Fig. 1: run 1, placement by cell class
(3 px per micron)
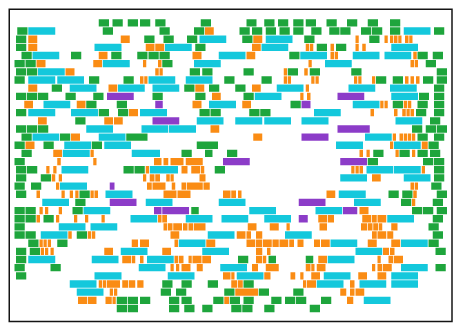
Fig. 2: run 1, metal 3
(2 px per micron) Cells faint in the background.
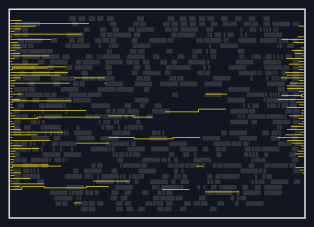
Fig. 3: run 1, the clock network
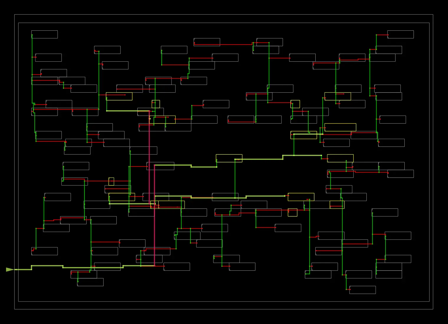
**src/rtl/ysyx_23060025_ifu_ctrl_pkg.sv**
```systemverilog
// Shared IFU definitions: state encodings (also decoded by the PC counter),
// fetch error cause codes and the AXI response code for OKAY.
package ysyx_23060025_ifu_ctrl_pkg;

  typedef enum logic [1:0] {
    IFU_SEND_ADDR   = 2'b00,
    IFU_WAIT_DATA   = 2'b01,
    IFU_WAIT_FINISH = 2'b10,
    IFU_BOOT        = 2'b11
  } ifu_state_e;

  localparam logic [1:0] ERR_NONE      = 2'b00;
  localparam logic [1:0] ERR_MISALIGN  = 2'b01;
  localparam logic [1:0] ERR_ACCESS    = 2'b10;
  localparam logic [1:0] AXI_RESP_OKAY = 2'b00;

  function automatic logic is_misaligned(input logic [1:0] addr_lsb);
    return addr_lsb != 2'b00;
  endfunction

endpackage

```
**src/rtl/ysyx_23060025_ifu_ctrl.sv**
```systemverilog
// IFU fetch sequencer: one AXI4-Lite instruction read at a time, hands the
// result to the IDU and waits for the WBU retire pulse before the next fetch.
module ysyx_23060025_ifu_ctrl
  import ysyx_23060025_ifu_ctrl_pkg::*;
#(
  parameter int ADDR_LEN = 32,
  parameter int DATA_LEN = 32,
  parameter int CNT_LEN  = 32
) (
  input  logic                clock,
  input  logic                reset,
  input  logic [ADDR_LEN-1:0] pc_i,
  output logic                arvalid_o,
  output logic [ADDR_LEN-1:0] araddr_o,
  input  logic                arready_i,
  input  logic                rvalid_i,
  output logic                rready_o,
  input  logic [DATA_LEN-1:0] rdata_i,
  input  logic [1:0]          rresp_i,
  output logic [DATA_LEN-1:0] inst_o,
  output logic [ADDR_LEN-1:0] inst_pc_o,
  output logic                inst_valid_o,
  input  logic                inst_ready_i,
  input  logic                last_finish_i,
  output logic [1:0]          con_state_o,
  output logic                pc_update_o,
  output logic                fetch_err_o,
  output logic [1:0]          err_cause_o,
  output logic [CNT_LEN-1:0]  fetch_cnt_o
);

  ifu_state_e          state_q, state_d;
  logic [DATA_LEN-1:0] inst_q, inst_d;
  logic [ADDR_LEN-1:0] inst_pc_q, inst_pc_d;
  logic                inst_valid_q, inst_valid_d;
  logic                fetch_err_q, fetch_err_d;
  logic [1:0]          err_cause_q, err_cause_d;
  logic                accepted_q, accepted_d;
  logic [CNT_LEN-1:0]  fetch_cnt_q, fetch_cnt_d;

  logic misaligned;
  logic inst_hs;

  // All handshakes (AR, R, IDU) transfer on a rising edge where valid and
  // ready are both high; a valid, once raised, holds its payload until then.
  assign misaligned  = is_misaligned(pc_i[1:0]);
  assign inst_hs     = inst_valid_q & inst_ready_i;
  assign arvalid_o   = (state_q == IFU_SEND_ADDR) & ~misaligned;
  assign araddr_o    = pc_i;
  assign rready_o    = (state_q == IFU_WAIT_DATA);
  // Retire only counts once the IDU has taken (or is taking) the instruction.
  assign pc_update_o = (state_q == IFU_WAIT_FINISH) & last_finish_i
                     & (accepted_q | inst_ready_i);

  assign con_state_o  = state_q;
  assign inst_o       = inst_q;
  assign inst_pc_o    = inst_pc_q;
  assign inst_valid_o = inst_valid_q;
  assign fetch_err_o  = fetch_err_q;
  assign err_cause_o  = err_cause_q;
  assign fetch_cnt_o  = fetch_cnt_q;

  always_comb begin
    state_d      = state_q;
    inst_d       = inst_q;
    inst_pc_d    = inst_pc_q;
    inst_valid_d = inst_valid_q;
    fetch_err_d  = fetch_err_q;
    err_cause_d  = err_cause_q;
    accepted_d   = accepted_q;
    fetch_cnt_d  = fetch_cnt_q;
    unique case (state_q)
      IFU_BOOT: state_d = IFU_SEND_ADDR;
      IFU_SEND_ADDR: begin
        if (misaligned) begin
          inst_d       = '0;
          inst_pc_d    = pc_i;
          fetch_err_d  = 1'b1;
          err_cause_d  = ERR_MISALIGN;
          inst_valid_d = 1'b1;
          state_d      = IFU_WAIT_FINISH;
        end else if (arready_i) begin
          state_d = IFU_WAIT_DATA;
        end
      end
      IFU_WAIT_DATA: begin
        if (rvalid_i) begin
          inst_d       = rdata_i;
          inst_pc_d    = pc_i;
          fetch_err_d  = (rresp_i != AXI_RESP_OKAY);
          err_cause_d  = (rresp_i != AXI_RESP_OKAY) ? ERR_ACCESS : ERR_NONE;
          inst_valid_d = 1'b1;
          state_d      = IFU_WAIT_FINISH;
        end
      end
      IFU_WAIT_FINISH: begin
        if (inst_hs) begin
          inst_valid_d = 1'b0;
          accepted_d   = 1'b1;
        end
        if (pc_update_o) begin
          state_d     = IFU_SEND_ADDR;
          accepted_d  = 1'b0;
          fetch_cnt_d = fetch_cnt_q + CNT_LEN'(1);
          fetch_err_d = 1'b0;
          err_cause_d = ERR_NONE;
        end
      end
      default: state_d = IFU_BOOT;
    endcase
  end

  always_ff @(posedge clock or posedge reset) begin
    if (reset) begin
      state_q      <= IFU_BOOT;
      inst_q       <= '0;
      inst_pc_q    <= '0;
      inst_valid_q <= 1'b0;
      fetch_err_q  <= 1'b0;
      err_cause_q  <= ERR_NONE;
      accepted_q   <= 1'b0;
      fetch_cnt_q  <= '0;
    end else begin
      state_q      <= state_d;
      inst_q       <= inst_d;
      inst_pc_q    <= inst_pc_d;
      inst_valid_q <= inst_valid_d;
      fetch_err_q  <= fetch_err_d;
      err_cause_q  <= err_cause_d;
      accepted_q   <= accepted_d;
      fetch_cnt_q  <= fetch_cnt_d;
    end
  end

endmodule

```
**config.mk**
```make
export PLATFORM = sky130hd
export DESIGN_NAME = ysyx_23060025_ifu_ctrl
export DESIGN_NICKNAME = d
export VERILOG_FILES = /design/src/rtl/ysyx_23060025_ifu_ctrl_pkg.sv /design/src/rtl/ysyx_23060025_ifu_ctrl.sv
export SDC_FILE = /design/constraint.sdc
export NUM_CORES = 1
export LEC_CHECK = 0
export CAP_MARGIN = 20
export CORE_ASPECT_RATIO = 0.7
export CORE_UTILIZATION = 30
export CTS_CLUSTER_DIAMETER = 100
export CTS_CLUSTER_SIZE = 20
export DETAILED_ROUTE_END_ITERATION = 10
export HOLD_SLACK_MARGIN = 0.03
export PLACE_DENSITY_LB_ADDON = 0.1
export SLEW_MARGIN = 10
export SYNTH_ARGS = -nofsm -noshare
export SYNTH_HDL_FRONTEND = slang
export SYNTH_SLANG_ARGS = --single-unit
export TNS_END_PERCENT = 100
```
**constraint.sdc**
```tcl
create_clock -name clock -period 3.4 [get_ports clock]
set_input_delay 0.51 -clock clock [delete_from_list [all_inputs] [get_ports clock]]
set_output_delay 0.51 -clock clock [all_outputs]
set_load 0.02 [all_outputs]
```
==> results.sh, run 1 <==
# source this file to load flow results
export IMPL_cp_common_cell="inv_1"
export IMPL_cts_resized=0
export IMPL_powerSeq_mw=1.83
export IMPL_reg2reg_depth=5
export IMPL_grt_pass1_wl_microns=19600
export IMPL_grt_pass1_vias=3618
export IMPL_cts_tree="yes"
export IMPL_setup_tns_ps=0
export IMPL_wl_met2_microns=5510
export IMPL_grtUsageMet1=0.215
export IMPL_crit_path_end="pc_update_o"
export IMPL_post_cts_buffers=0
export IMPL_synthCells=415
export IMPL_power_mw=5.22
export IMPL_crit_family="buffers and inverters"
export IMPL_clock_power_mw=1.06
export IMPL_vias=3591
export IMPL_rsz0062_at_grt="false"
export IMPL_critPathKind="flop to primary output"
export IMPL_slew_viol_final=0
export IMPL_syn_area_sq_um=4420
export IMPL_arrival_ps=2190
export IMPL_antenna_left=0
export IMPL_logic_area_sq_um=1530
export IMPL_yosys_warnings=0
export IMPL_cp_data_required_time_ps=2890
export IMPL_layout_top_cells="208 x clkdlybuf4s50_1, 111 x nand2_1, 101 x dfrtp_1"
export IMPL_max_freq_mhz=371
export IMPL_cts_sinks=103
export IMPL_logic_gate_count=257
export IMPL_finalWorstPathRequiredPeriod_ps=2700
export IMPL_p_comb_frac=0.447
export IMPL_taps=190
export IMPL_buf_share=0.315
export IMPL_syn_area_per_cell_sq_um=10.7
export IMPL_peakVddDrop_mv=0.334
export IMPL_ys_types=35
export IMPL_lay_top_count="clkdlybuf4s50_1"
export IMPL_gr_max_usage_layer="met2"
export IMPL_ff_type="dfrtp_1"
export IMPL_nNonClkInverters=8
export IMPL_regArea_sq_um=2580
export IMPL_fin_crit_sh=0.793
export IMPL_cp_cell_sequence="inv_1 > ha_1 > o211ai_4 > inv_1 > clkdlybuf4s50_1"
export IMPL_slowest_delay_ps=580
export IMPL_use_met2=0.255
export IMPL_ys_top_logic_family="simple AND/OR/NAND/NOR gates"
export IMPL_grt_max_degree=57
export IMPL_holdWs_ps=472
export IMPL_drt_iter0_drc=132
export IMPL_worstPathMaxFanout=10
export IMPL_mux_share=0.00255
export IMPL_worstReg2RegEnd="fetch_cnt_o[20]"
export IMPL_gp_congestion=0.782
export IMPL_avgViaCountPerCell=4.56
export IMPL_compound_area_frac=0.0937
export IMPL_dp_cells=772
export IMPL_critPathLaunchType="flop"
export IMPL_min_path_cells=2
export IMPL_clock_latency_ps=340
export IMPL_ios=209
export IMPL_min_to="inst_pc_o[21]"
export IMPL_top_layer_used="met4"
export IMPL_slowest_stage="dfstp_2"
export IMPL_wl_met3_microns=1100
export IMPL_htreeDepth=3
export IMPL_cts_clk_slew_worst_paths_ps=70
export IMPL_slew_headroom=0.377
export IMPL_p_per_area_nw_per_um2=764
export IMPL_hold_viol_final=0
export IMPL_setup_viol=0
export IMPL_synth_simple_area_share=0.171
export IMPL_clockPowerShare=0.204
export IMPL_startpoint="con_state_o[0]"
export IMPL_edf_count=0
export IMPL_cts_path_max_buffers=2
export IMPL_ys_ff=103
export IMPL_nFillCells=1332
export IMPL_portBuffers=208
export IMPL_m1WireLength_microns=5560
export IMPL_nets=670
export IMPL_cap_violations=0
export IMPL_ys_sh_xor=0.0614
export IMPL_die_y_microns=104
export IMPL_comb_power_mw=2.33
export IMPL_comb_share=0.224
export IMPL_p_leak_nw=3.05
export IMPL_ys_cells=415
export IMPL_drc_errors=0
export IMPL_fp_util=0.313
export IMPL_yosys_area_top_type="dfrtp_1"
export IMPL_grt_ovfl_total=0
export IMPL_hold_class="flop to flop"
export IMPL_r2r_start="con_state_o[1]"
export IMPL_warnings=29
export IMPL_dpl_instance_area_sq_um=6530
export IMPL_drive_above_1_share=0.0535
export IMPL_min_delay_start="inst_pc_o[21]"
export IMPL_die_area_sq_um=15200
export IMPL_grtUsageTotal=0.164
export IMPL_top_cells_by_area="dfrtp_1 57%, nand2_1 9.4%, a22o_1 6.3%"
export IMPL_syn_to_final_growth_pct=54.6
export IMPL_ys_chip_area_sq_um=4420
export IMPL_yosys_area_share_adder=0.0141
export IMPL_synthTopCellsByCount="111 x nand2_1, 101 x dfrtp_1, 32 x a22o_1, 32 x buf_4, 19 x xnor2_1"
export IMPL_hpwl_microns=8810
export IMPL_worstPathBufferInverterCount=3
export IMPL_pwr_share_seq=0.350
export IMPL_wl_per_cell_microns=15.5
export IMPL_drtPass1Iterations=6
export IMPL_top_cell="nand2_1"
export IMPL_rows=36
export IMPL_power_switching_mw=1.98
export IMPL_cts_root_buf="clkbuf_16"
export IMPL_worstSetupEndpointType="primary output"
export IMPL_fin_cells=788
export IMPL_skew_ps=5.34
export IMPL_worst_slack_ps=704
export IMPL_top_area_frac=0.572
export IMPL_top_power_group="combinational logic"
export IMPL_n_all_buffers=214
export IMPL_fp_dieW_microns=147
export IMPL_synth_seq_share=0.583
export IMPL_antenna_found_initial=0
export IMPL_async_flop_share=1.00
export IMPL_p_sw_frac=0.379
export IMPL_p_int_mw=3.24
export IMPL_clock_tree_area_fraction=0.0448
export IMPL_fp_nets=492
export IMPL_place_ws_ps=654
export IMPL_cp_num_cells=5
export IMPL_regToRegSetupSlack_ps=950
export IMPL_largest_class="sequential cells"
export IMPL_status="finished, final reports clean"
export IMPL_holdBufCountCts=0
## Picture notes: Fig. 1
legend:
  flip-flops:
    colour: cyan
    cells: 103
    share_of_their_area: 39%
  all other logic:
    colour: orange
    cells: 265
    share_of_their_area: 24%
  clock drivers and dummy loads:
    colour: purple
    cells: 16
    share_of_their_area: 4.6%
  other buffers and delay cells:
    colour: green
    cells: 214
    share_of_their_area: 33%
design area: 6840 sq um
Core Util, Final: 0.483
flop share of the area: 0.377
core area: 14100 sq um

## Picture notes: Fig. 2
wire length on this layer: 1100 microns
longest straight run: 38.9 microns
nets with wire on the layer: 117
main direction: horizontal
share of all routed wire: 9.0%
final wirelength: 12200 microns
M3 GR Usage: 0.0683

## Picture notes: Fig. 3
number of CTS-inserted buffers: 9
flop count: 103
# clk buffers: 10

==> inputs of run 2 (changes only) <==
==> constraint.sdc (replaced) <==
create_clock -name clock -period 2.6 [get_ports clock]
set_input_delay 0.39 -clock clock [delete_from_list [all_inputs] [get_ports clock]]
set_output_delay 0.39 -clock clock [all_outputs]
set_load 0.02 [all_outputs]
Fig. 4: run 2, the clock network
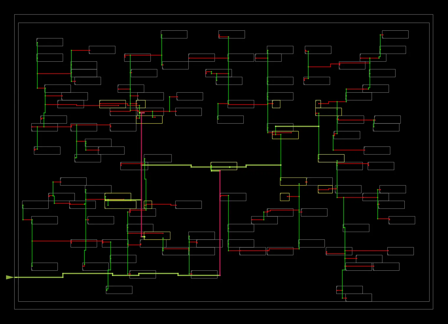
worst skew pair latency: 340 ps
skew final: 7.03 ps
CTS sink count: 103
P_clk: 1.38 mW

==> run 2 against run 1 <==
Compared with the run above:
- sequential cell count did not move
- wire length fell by 1.5%
- utilization rose by 0.34 points
- global-route usage rose by 0.14 points
- design area rose by 0.71%
- worst hold slack barely moved
- critical path type is now input pin to primary output
- largest cell class unchanged
==> results.sh, run 2 <==
# source this file to load flow results
export IMPL_drive_above_1_share=0.0629
export IMPL_antenna_left=0
export IMPL_top_layer_used="met4"
export IMPL_top_cells_by_area="dfrtp_1 57%, nand2_1 9.4%, a22o_1 6.3%"
export IMPL_cts_resized=0
export IMPL_hold_viol_final=0
export IMPL_drtPass1Iterations=4
export IMPL_fin_crit_sh=0.909
export IMPL_yosys_area_share_adder=0.0141
export IMPL_largest_class="sequential cells"
export IMPL_wl_per_cell_microns=15.2
export IMPL_ys_cells=415
export IMPL_p_per_area_nw_per_um2=992
export IMPL_nFlopsAndLatches=103
export IMPL_nets=676
export IMPL_cp_cell_sequence="clkdlybuf4s50_1 > nor2_1 > nand2_1 > inv_1 > clkdlybuf4s50_1"
export IMPL_taps=190
export IMPL_logic_area_sq_um=1530
export IMPL_fin_cells=794
export IMPL_buf_share=0.319
export IMPL_nFillCells=1318
export IMPL_drc_errors=0
export IMPL_use_met2=0.255
export IMPL_gp_congestion=0.798
export IMPL_cap_violations=0
export IMPL_setup_tns_ps=0
export IMPL_fp_dieW_microns=147
export IMPL_top_area_frac=0.572
export IMPL_worstPathBufferInverterCount=3
export IMPL_power_mw=6.83
export IMPL_min_path_cells=1
export IMPL_critPathLaunchType="input pin"
export IMPL_worstSetupEndpointType="primary output"
export IMPL_vias=3597
export IMPL_wl_microns=12000
export IMPL_slowest_stage="clkdlybuf4s50_1"
export IMPL_ios=209
export IMPL_worst_slack_ps=237
export IMPL_finalWorstPathRequiredPeriod_ps=2360
export IMPL_grt_max_degree=73
export IMPL_p_leak_nw=3.09
export IMPL_fp_nets=492
export IMPL_comb_power_mw=3.07
export IMPL_fin_util=0.487
export IMPL_ys_types=35
export IMPL_slew_headroom=0.380
export IMPL_place_ws_ps=149
export IMPL_hpwl_microns=8930
export IMPL_startpoint="pc_i[0]"
export IMPL_r2r_start="con_state_o[1]"
export IMPL_synth_seq_share=0.583
export IMPL_pwr_share_seq=0.348
export IMPL_top_power_group="combinational logic"
export IMPL_syn_to_final_growth_pct=55.7
export IMPL_yosys_warnings=0
export IMPL_hold_class="flop to flop"
export IMPL_top_cell="nand2_1"
export IMPL_regArea_sq_um=2580
export IMPL_fp_util=0.313
export IMPL_grt_pass1_vias=3647
export IMPL_min_delay_start="fetch_cnt_o[31]"
export IMPL_critPathKind="input pin to primary output"
export IMPL_cts_clk_slew_worst_paths_ps=70
export IMPL_ys_top_logic_family="simple AND/OR/NAND/NOR gates"
export IMPL_fin_area_sq_um=6890
export IMPL_status="finished, final reports clean"
export IMPL_clock_tree_area_fraction=0.0445
export IMPL_dp_cells=778
export IMPL_grtUsageMet1=0.216
export IMPL_mux_share=0.00255
export IMPL_clockPowerShare=0.202
export IMPL_regToRegSetupSlack_ps=280
export IMPL_rsz0062_at_grt="false"
export IMPL_synth_simple_area_share=0.171
export IMPL_cts_inserted_buffers=9
export IMPL_cp_data_required_time_ps=2210
export IMPL_n_all_buffers=220
export IMPL_powerSeq_mw=2.38
export IMPL_syn_area_sq_um=4420
export IMPL_gr_max_usage_layer="met2"
export IMPL_dpl_instance_area_sq_um=6580
export IMPL_crit_path_end="arvalid_o"
export IMPL_wl_met3_microns=1160
export IMPL_p_int_mw=4.26
export IMPL_grt_ovfl_total=0
==> inputs of run 3 (changes only) <==
--- a/config.mk
+++ b/config.mk
@@ -11,6 +11,7 @@
 export CTS_CLUSTER_DIAMETER = 100
 export CTS_CLUSTER_SIZE = 20
 export DETAILED_ROUTE_END_ITERATION = 10
+export GPL_TIMING_DRIVEN = 0
 export HOLD_SLACK_MARGIN = 0.03
 export PLACE_DENSITY_LB_ADDON = 0.1
 export SLEW_MARGIN = 10
Fig. 5: run 3, the clock network
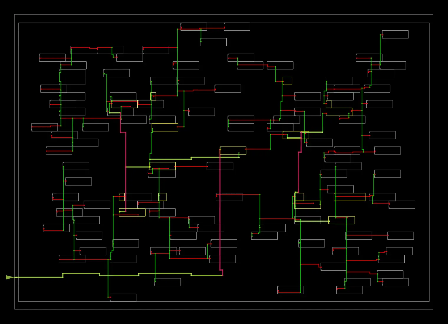
# clk buffers: 9
P_clk: 1.36 mW
skew final: 4.63 ps

==> run 3 against run 2 <==
Compared with the run above:
- fmax shrank 3.9%
- synthesized area is the same
- final cell count rose by 4.9%
- critical path type is now flop to flop
- critical endpoint is now fetch_cnt_o[31]
- highest routed layer unchanged
==> results.sh, run 3 <==
# source this file to load flow results
export IMPL_rsz0062_at_grt="false"
export IMPL_fin_util=0.503
export IMPL_place_ws_ps=-59.8
export IMPL_drive_above_1_share=0.0949
export IMPL_slew_headroom=0.312
export IMPL_coreArea_sq_um=14100
export IMPL_drt_iter0_drc=155
export IMPL_mux_share=0.00255
export IMPL_ys_cells=415
export IMPL_seq_share=0.363
export IMPL_cp_num_cells=5
export IMPL_fin_cells=833
export IMPL_fp_dieW_microns=147
export IMPL_p_int_mw=4.23
export IMPL_worst_slack_ps=142
export IMPL_top_power_group="combinational logic"
export IMPL_ys_types=35
export IMPL_wl_per_cell_microns=14.8
export IMPL_n_all_buffers=259
export IMPL_setup_tns_ps=0
export IMPL_grt_max_degree=39
export IMPL_buf_share=0.345
export IMPL_vias=3738
export IMPL_synthCells=415
export IMPL_cts_resized=1
export IMPL_worstSetupEndpointType="flop"
export IMPL_cts_tree="yes"
export IMPL_dp_cells=817
export IMPL_ys_chip_area_sq_um=4420
export IMPL_ys_sh_xor=0.0614
export IMPL_clockPowerShare=0.199
export IMPL_ys_ff=103
export IMPL_yosys_area_share_adder=0.0141
export IMPL_cp_data_required_time_ps=2830
export IMPL_power_mw=6.82
export IMPL_dpl_instance_area_sq_um=6820
export IMPL_layout_top_cells="207 x clkdlybuf4s50_1, 111 x nand2_1, 101 x dfrtp_1"
export IMPL_ff_type="dfrtp_1"
export IMPL_r2r_start="con_state_o[1]"
export IMPL_setup_viol=0
export IMPL_wl_met2_microns=5560
export IMPL_fin_area_sq_um=7120
export IMPL_antenna_left=0
export IMPL_post_cts_buffers=0
export IMPL_comb_power_mw=3.08
export IMPL_finalWorstPathRequiredPeriod_ps=2460
export IMPL_rows=36
export IMPL_nFlopsAndLatches=103
export IMPL_cts_inserted_buffers=9
export IMPL_crit_family="simple AND/OR/NAND/NOR gates"
export IMPL_grt_ovfl_total=0
export IMPL_cts_root_buf="clkbuf_16"
export IMPL_critPathLaunchType="flop"
export IMPL_critPathKind="flop to flop"
export IMPL_slowest_stage="nor4_1"
export IMPL_p_leak_nw=3.23
export IMPL_logic_area_sq_um=1520
export IMPL_hold_viol_final=0
export IMPL_clock_tree_area_fraction=0.0415
export IMPL_grt_pass1_wl_microns=20100
export IMPL_p_per_area_nw_per_um2=958
export IMPL_gr_max_usage_layer="met2"
export IMPL_synth_simple_area_share=0.171
export IMPL_holdBufCountCts=0
export IMPL_async_flop_share=1.00
export IMPL_yosys_area_top_type="dfrtp_1"
export IMPL_worstPathBufferInverterCount=0
export IMPL_die_y_microns=104
export IMPL_htreeDepth=3
export IMPL_top_area_frac=0.572
export IMPL_clock_latency_ps=340
export IMPL_grt_met3_usage=0.0678
export IMPL_wl_met3_microns=1040
export IMPL_lay_top_count="clkdlybuf4s50_1"
export IMPL_syn_area_per_cell_sq_um=10.7
export IMPL_cts_sinks=103
export IMPL_gp_congestion=0.759
export IMPL_top_cell="nand2_1"
export IMPL_hpwl_microns=9390
export IMPL_cts_path_max_buffers=2
export IMPL_wl_microns=12300
export IMPL_regToRegSetupSlack_ps=140
export IMPL_use_met2=0.262
export IMPL_warnings=29
export IMPL_hold_class="input pin to async pin"
export IMPL_drtPass1Iterations=4
export IMPL_powerSeq_mw=2.38
export IMPL_cp_cell_sequence="ha_2 > o211ai_4 > nor4_1 > nand4_1 > xnor2_1"
export IMPL_reg2reg_depth=5
export IMPL_slowest_delay_ps=920
export IMPL_regArea_sq_um=2580
export IMPL_avgViaCountPerCell=4.49
export IMPL_cts_clk_slew_worst_paths_ps=70
export IMPL_edf_count=0
export IMPL_syn_area_sq_um=4420
export IMPL_drc_errors=0
export IMPL_worstPathMaxFanout=10
export IMPL_peakVddDrop_mv=0.399
export IMPL_max_freq_mhz=407
export IMPL_worstReg2RegEnd="fetch_cnt_o[31]"
export IMPL_cap_violations=0
export IMPL_fp_util=0.313
export IMPL_startpoint="con_state_o[1]"
export IMPL_synth_seq_share=0.583
export IMPL_status="finished, final reports clean"
export IMPL_p_comb_frac=0.452
export IMPL_die_area_sq_um=15200
Power and IR drop assume default switching activity.
